File: src/rtl/nn_pkg.sv
// Shared definitions for the neural-network post-processing stages:
// word width, stage FSM encoding and the common ReLU/clamp arithmetic.
package nn_pkg;

    localparam int DATA_W = 16;

    typedef enum logic [1:0] {
        IDLE   = 2'd0,
        STREAM = 2'd1,
        FINISH = 2'd2
    } stage_state_t;

    // Negative inputs go to zero; non-negative inputs optionally saturate at clamp_max.
    function automatic logic [DATA_W-1:0] relu_clamp(
        input logic [DATA_W-1:0] x,
        input logic              clamp_en,
        input logic [DATA_W-1:0] clamp_max
    );
        logic [DATA_W-1:0] y;
        if (x[DATA_W-1]) begin
            y = '0;
        end else if (clamp_en && ($signed(x) > $signed(clamp_max))) begin
            y = clamp_max;
        end else begin
            y = x;
        end
        return y;
    endfunction

endpackage

File: src/rtl/relu_argmax_stage_if.sv
// Activation beat stream: one neuron value plus its index per valid/ready beat.
interface relu_argmax_stage_if #(
    parameter int DATA_W = 16,
    parameter int IDX_W  = 6
) ();
    logic [DATA_W-1:0] act_data;
    logic [IDX_W-1:0]  act_idx;
    logic              act_valid;
    logic              act_ready;
    logic              act_last;

    modport master (
        output act_data,
        output act_idx,
        output act_valid,
        output act_last,
        input  act_ready
    );

    modport slave (
        input  act_data,
        input  act_idx,
        input  act_valid,
        input  act_last,
        output act_ready
    );
endinterface

File: src/rtl/relu_clamp.sv
// Combinational ReLU with optional upper clamp; no width growth.
module relu_clamp #(
    parameter int                DATA_W    = nn_pkg::DATA_W,
    parameter bit                CLAMP_EN  = 1'b0,
    parameter logic [DATA_W-1:0] CLAMP_MAX = DATA_W'(16'h0600)
) (
    input  logic [DATA_W-1:0] x,
    output logic [DATA_W-1:0] y
);

    generate
        if (DATA_W == nn_pkg::DATA_W) begin : g_pkg_fn
            assign y = nn_pkg::relu_clamp(x, CLAMP_EN, CLAMP_MAX);
        end else begin : g_generic
            // Same arithmetic as the package function, for non-default word widths.
            always_comb begin
                y = x;
                if (x[DATA_W-1]) begin
                    y = '0;
                end else if (CLAMP_EN && ($signed(x) > $signed(CLAMP_MAX))) begin
                    y = CLAMP_MAX;
                end
            end
        end
    endgenerate

endmodule

File: src/rtl/relu_argmax_stage.sv
// Snapshots the upstream layer vector, streams ReLU-activated neurons one per beat,
// and publishes the activated vector plus the argmax class index.
module relu_argmax_stage
    import nn_pkg::*;
#(
    parameter int                NEURON_COUNT = 50,
    parameter int                DATA_W       = nn_pkg::DATA_W,
    parameter bit                CLAMP_EN     = 1'b0,
    parameter logic [DATA_W-1:0] CLAMP_MAX    = DATA_W'(16'h0600),
    localparam int               IDX_W        = $clog2(NEURON_COUNT)
) (
    input  logic                clk,
    input  logic                rst,
    input  logic                start,
    input  logic [DATA_W-1:0]   in_vec [NEURON_COUNT],
    output logic                busy,
    relu_argmax_stage_if.master act,
    output logic [DATA_W-1:0]   out_vec [NEURON_COUNT],
    output logic [IDX_W-1:0]    class_idx,
    output logic [DATA_W-1:0]   class_max,
    output logic                done
);

    stage_state_t state_reg, state_next;

    logic              start_q_reg;
    logic              trigger;
    logic              load;
    logic              handshake;
    logic              last_beat;
    logic              beat_wins;

    logic [DATA_W-1:0] snap_reg    [NEURON_COUNT];
    logic [DATA_W-1:0] out_vec_reg [NEURON_COUNT];
    logic [IDX_W-1:0]  idx_reg;
    logic [IDX_W-1:0]  max_idx_reg, max_idx_next;
    logic [DATA_W-1:0] max_val_reg, max_val_next;
    logic [IDX_W-1:0]  class_idx_reg;
    logic [DATA_W-1:0] class_max_reg;
    logic [DATA_W-1:0] cur_act;

    // Rising-edge detect so a level-high upstream done fires exactly once.
    always_ff @(posedge clk) begin
        if (rst) begin
            start_q_reg <= 1'b0;
        end else begin
            start_q_reg <= start;
        end
    end

    assign trigger   = start & ~start_q_reg;
    assign load      = (state_reg == IDLE) & trigger;
    assign handshake = (state_reg == STREAM) & act.act_ready;
    assign last_beat = (idx_reg == IDX_W'(NEURON_COUNT - 1));

    relu_clamp #(
        .DATA_W    (DATA_W),
        .CLAMP_EN  (CLAMP_EN),
        .CLAMP_MAX (CLAMP_MAX)
    ) u_act (
        .x (snap_reg[idx_reg]),
        .y (cur_act)
    );

    // Strict compare keeps the earliest index on ties; max starts at zero so
    // an all-non-positive vector leaves index 0 / value 0.
    assign beat_wins    = $signed(cur_act) > $signed(max_val_reg);
    assign max_idx_next = beat_wins ? idx_reg : max_idx_reg;
    assign max_val_next = beat_wins ? cur_act : max_val_reg;

    always_ff @(posedge clk) begin
        if (rst) begin
            state_reg <= IDLE;
        end else begin
            state_reg <= state_next;
        end
    end

    always_comb begin
        state_next = state_reg;
        case (state_reg)
            IDLE:    if (trigger) state_next = STREAM;
            STREAM:  if (handshake && last_beat) state_next = FINISH;
            FINISH:  state_next = IDLE;
            default: state_next = IDLE;
        endcase
    end

    always_comb begin
        act.act_valid = 1'b0;
        act.act_last  = 1'b0;
        busy          = 1'b0;
        done          = 1'b0;
        case (state_reg)
            STREAM: begin
                act.act_valid = 1'b1;
                act.act_last  = last_beat;
                busy          = 1'b1;
            end
            FINISH: begin
                busy = 1'b1;
                done = 1'b1;
            end
            default: ;
        endcase
    end

    assign act.act_data = cur_act;
    assign act.act_idx  = idx_reg;

    // Beat index and running argmax; the result is committed on the last
    // handshake so it is already valid while done is high.
    always_ff @(posedge clk) begin
        if (rst) begin
            idx_reg       <= '0;
            max_idx_reg   <= '0;
            max_val_reg   <= '0;
            class_idx_reg <= '0;
            class_max_reg <= '0;
        end else if (load) begin
            idx_reg     <= '0;
            max_idx_reg <= '0;
            max_val_reg <= '0;
        end else if (handshake) begin
            idx_reg     <= last_beat ? '0 : idx_reg + 1'b1;
            max_idx_reg <= max_idx_next;
            max_val_reg <= max_val_next;
            if (last_beat) begin
                class_idx_reg <= max_idx_next;
                class_max_reg <= max_val_next;
            end
        end
    end

    genvar gi;
    generate
        for (gi = 0; gi < NEURON_COUNT; gi++) begin : g_neuron
            always_ff @(posedge clk) begin
                if (rst) begin
                    snap_reg[gi]    <= '0;
                    out_vec_reg[gi] <= '0;
                end else begin
                    if (load) begin
                        snap_reg[gi] <= in_vec[gi];
                    end
                    if (handshake && (idx_reg == IDX_W'(gi))) begin
                        out_vec_reg[gi] <= cur_act;
                    end
                end
            end
            assign out_vec[gi] = out_vec_reg[gi];
        end
    endgenerate

    assign class_idx = class_idx_reg;
    assign class_max = class_max_reg;

endmodule

File: src/flat_wrapper.sv
// flat-port wrapper written by rule: the top's interface ports become plain ports
module relu_argmax_stage_flat import nn_pkg::*;
#(
    parameter int                NEURON_COUNT = 50,
    parameter int                DATA_W       = nn_pkg::DATA_W,
    parameter bit                CLAMP_EN     = 1'b0,
    parameter logic [DATA_W-1:0] CLAMP_MAX    = DATA_W'(16'h0600),
    localparam int               IDX_W        = $clog2(NEURON_COUNT)
)
  (clk, rst, start, in_vec, busy, out_vec, class_idx, class_max, done, act_act_data, act_act_idx, act_act_valid, act_act_last, act_act_ready);
  relu_argmax_stage_if #(.DATA_W(DATA_W), .IDX_W((2))) act_i ();
  input  logic clk;
  input  logic rst;
  input  logic start;
  input  logic [DATA_W-1:0] in_vec[NEURON_COUNT];
  output logic busy;
  output logic [DATA_W-1:0] out_vec[NEURON_COUNT];
  output logic [IDX_W-1:0] class_idx;
  output logic [DATA_W-1:0] class_max;
  output logic done;
  output wire logic [$bits(act_i.act_data)-1:0] act_act_data;
  output wire logic [$bits(act_i.act_idx)-1:0] act_act_idx;
  output wire logic [$bits(act_i.act_valid)-1:0] act_act_valid;
  output wire logic [$bits(act_i.act_last)-1:0] act_act_last;
  input wire logic [$bits(act_i.act_ready)-1:0] act_act_ready;
  assign act_act_data = act_i.act_data;
  assign act_act_idx = act_i.act_idx;
  assign act_act_valid = act_i.act_valid;
  assign act_act_last = act_i.act_last;
  assign act_i.act_ready = act_act_ready;
  relu_argmax_stage #(.NEURON_COUNT(NEURON_COUNT), .DATA_W(DATA_W), .CLAMP_EN(CLAMP_EN), .CLAMP_MAX(CLAMP_MAX)) u_core (.clk(clk), .rst(rst), .start(start), .in_vec(in_vec), .busy(busy), .act(act_i), .out_vec(out_vec), .class_idx(class_idx), .class_max(class_max), .done(done));
endmodule
File: config.mk
export PLATFORM = sky130hd
export DESIGN_NAME = relu_argmax_stage_flat
export DESIGN_NICKNAME = d
export VERILOG_FILES = /design/src/rtl/nn_pkg.sv /design/src/rtl/relu_argmax_stage_if.sv /design/src/rtl/relu_clamp.sv /design/src/rtl/relu_argmax_stage.sv /design/src/flat_wrapper.sv
export SDC_FILE = /design/constraint.sdc
export NUM_CORES = 2
export LEC_CHECK = 0
export CORE_AREA = 2 2 637 639
export DETAILED_ROUTE_END_ITERATION = 10
export DIE_AREA = 0 0 639 641
export GPL_TIMING_DRIVEN = 0
export MAX_ROUTING_LAYER = met4
export PLACE_DENSITY = 0.44
export SLEW_MARGIN = 5
export SYNTH_ARGS = -nofsm -noshare
export SYNTH_HDL_FRONTEND = slang
export SYNTH_SLANG_ARGS = --single-unit
File: constraint.sdc
create_clock -name clk -period 84.8 [get_ports clk]
set_clock_uncertainty 0.1 [all_clocks]
set_input_delay 21.2 -clock clk [delete_from_list [all_inputs] [get_ports clk]]
set_output_delay 21.2 -clock clk [all_outputs]
set_load 0.1 [all_outputs]
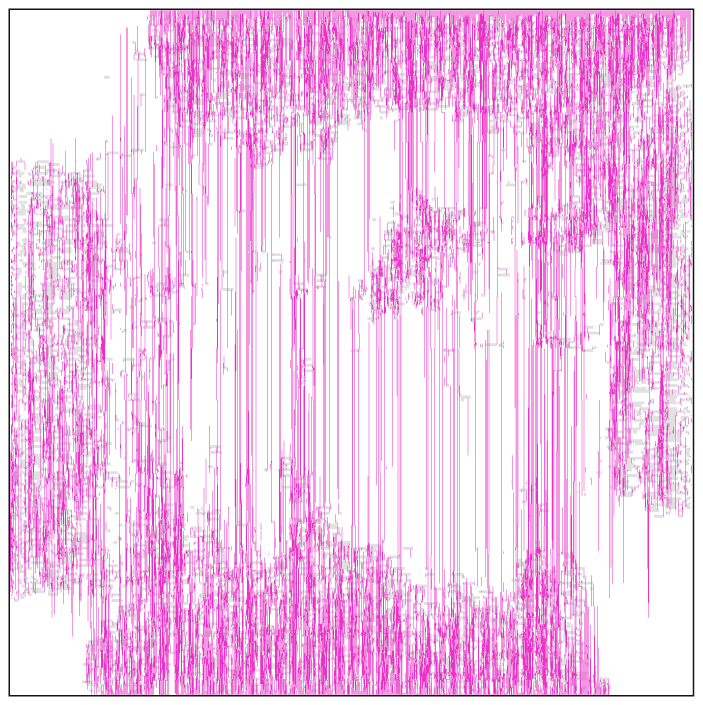
Fig. 1. The metal 2 layer.
share of all routed wire = 55%
main direction = vertical
longest straight run = 416 microns
nets with wire on the layer = 6467
wire length on this layer = 216 mm

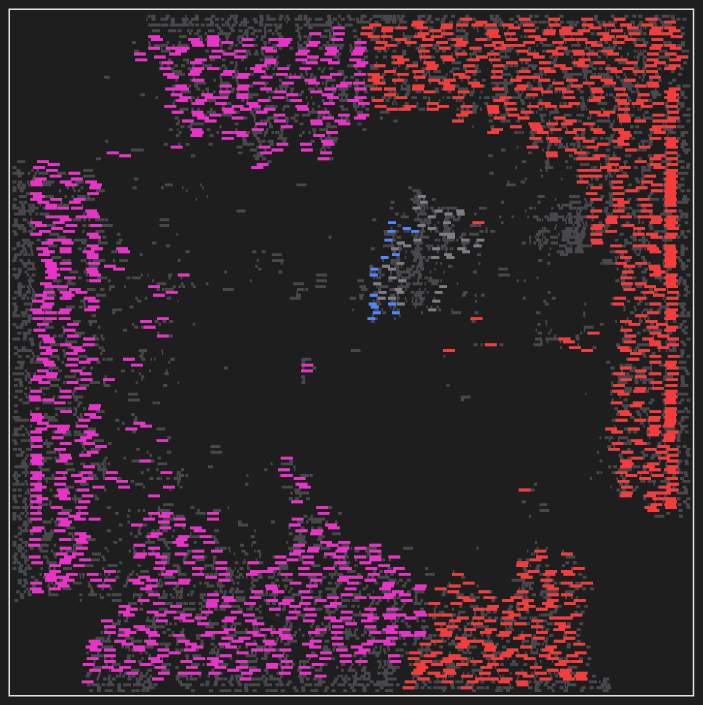
Fig. 2. Sequential cells grouped by signal name.
Other sequential cells in the stronger gray, the rest of the logic in the fainter gray.
magenta -> u_core.snap_reg  # placed flops 800
red -> u_core.out_vec_reg  # placed flops 750
blue -> u_core.class_max  # placed flops 16

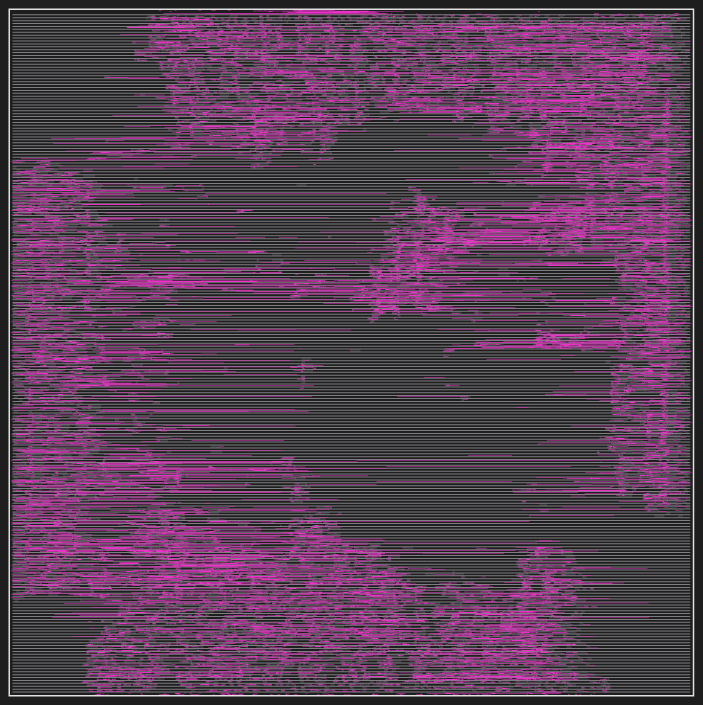
Fig. 3. Metal 1.
Supply wires on this layer in gray.
nets with wire on the layer = 6752
main direction = horizontal
wire length on this layer = 142 mm
longest straight run = 295 microns

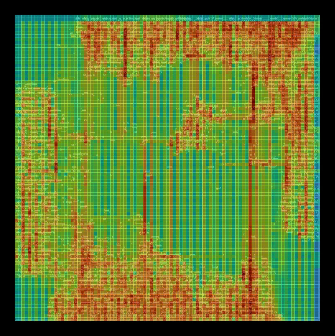
Fig. 4. Routing congestion.
global-route track usage on met3: 2.81%
grt met1 use: 20.3%
final cell utilization of the core: 24.4%
combined global-route utilization of all metal layers: 18.9%

==> ci_impl_report.md <==
## PnR job results

| Metric | Value |
|---|---|
| Status | complete, but fails checks |
| Violations in the final reports | max-capacitance violations, max-slew violations |
| Flip-flops with a built-in enable | 1550 |
| Number of maximum-capacitance violations | 1 |
| Insertion delay to the later sink of the worst-skew pair | 0.91 ns |
| Maximum number of pins on one net before global-route repair | 106 |
| Power per standard cell area | 22.2 nW/um^2 |
| Final-report max-slew violation count | 2 |
| Setup Viol. Count Final | 0 |
| Crit path cell chain | buf_6 -> buf_4 -> buf_4 -> buf_2 -> mux4_1 -> a22oi_1 -> nand2_1 -> nand4_2 -> buf_2 -> inv_1 -> clkdlybuf4s50_1 |
| Post-synth ARST share | 0% |
| Count of boundary I/O pins | 1648 |
| Final critical-path required period | 28.85 ns |
| Total overflow reported by the global router | 0 |
| Minimum setup slack after placement | 56.37 ns |
| Number of levels the H-tree was split into | 4 |
| Max FO, Critical Path | 10 |
| Final Hold Violating Endpoints | 0 |
| Flip-flop count of the largest register, all copies and words added | 800 |
| Layout area overhead | 44.8% |
| Number of post-CTS setup repair buffers | 0 |
| Terminating pin of the worst hold path | u_core.max_val_reg[15] |
| Final nets | 7195 |
-- layer usage --
layer  global-route usage [%]  part of all wire [%]
met2                     35.7                    55
met5                        -                     0
met4                     5.73                   3.3
met1                     20.3                    36
met3                     2.81                   5.3
-- kinds of logic after synthesis --
logic type | count (synthesis) | share of synthesized area (%)
DFF | 1609 | 70.5
AOI/OAI and AO/OA | 300 | 3.44
xor gates and xnor gates | 4 | 0.0518
buffers and inverters | 466 | 3.93
other | 1 | 0.00554
adders and majority gates | 22 | 0.407
and+or+nand+nor | 1801 | 15.0
muxes | 282 | 6.66
-- per-stage QoR --
step                      hold slack [ns]  area [sq um]
final                               0.356         98000
after global routing                0.366         98000
after CTS                           0.351         97800
after detailed placement            0.343         91600
after global placement              0.341         90500
after floorplan                     0.318         67900
-- worst max path at each step --
stage,start,end,cells after the start
6_report,flip-flop,act_act_data[11],11
3_5_place_dp,flip-flop,act_act_data[11],11
4_1_cts,flip-flop,act_act_data[11],11
3_3_place_gp,start,u_core.snap_reg[14][10],5
2_1_floorplan,rst,u_core.snap_reg[0][0],4
5_1_grt,flip-flop,act_act_data[11],11
-- cell usage after synthesis (17+ instances only) --
library cell / number / area [sq um]
mux2i_1: 152 / 1520
a211oi_1: 19 / 143
buf_2: 102 / 510
ha_1: 22 / 275
nor3_2: 108 / 1080
buf_6: 46 / 518
a21oi_1: 51 / 255
edfxtp_1: 1550 / 46500
o21bai_1: 36 / 270
nor2b_1: 17 / 106
nand2_1: 89 / 334
inv_1: 28 / 105
dfxtp_1: 59 / 1180
clkbuf_1: 186 / 698
nand3_1: 41 / 205
mux4_2: 115 / 2590
buf_4: 90 / 676
o221ai_1: 30 / 263
a22oi_1: 50 / 375
and2_1: 811 / 5070
nor3_1: 295 / 1480
o21ai_0: 24 / 120
nor2_1: 388 / 1460
-- final cells by class --
class / instances / share of cell area [%]
Antenna cell: 73 / 0.186
Buffer: 437 / 2.61
Clock buffer: 227 / 5.12
Clock inverter: 120 / 1.25
Inverter: 29 / 0.116
Multi-Input combinational cell: 2460 / 18.2
Sequential cell: 1609 / 48.7
Tap cell: 5287 / 6.75
Timing Repair Buffer: 1640 / 17.1
-- power breakdown --
group          internal, W  switching [W]  total (W)
registers         0.000926      0.0000165   0.000943
clock network     0.000479       0.000363   0.000843
logic             0.000101       0.000288   0.000389
total              0.00151       0.000668    0.00218
-- worst register-to-register path, stage by stage, from the launching register on --
cell and delay (ns):
dfxtp_1 0.78, buf_6 0.36, buf_4 0.37, buf_4 0.47, buf_2 0.58, mux4_1 0.50, a22oi_1 0.63, nand2_1 0.42
nand4_2 0.69, buf_2 0.54, inv_1 0.13, ha_1 0.34, nand4_1 0.19, a211oi_1 0.54, o31ai_2 0.26, nor2_1 0.46
clkbuf_1 0.45, o32ai_1 0.16
Power figures rest on the tool's default switching activity, not on a simulated workload.
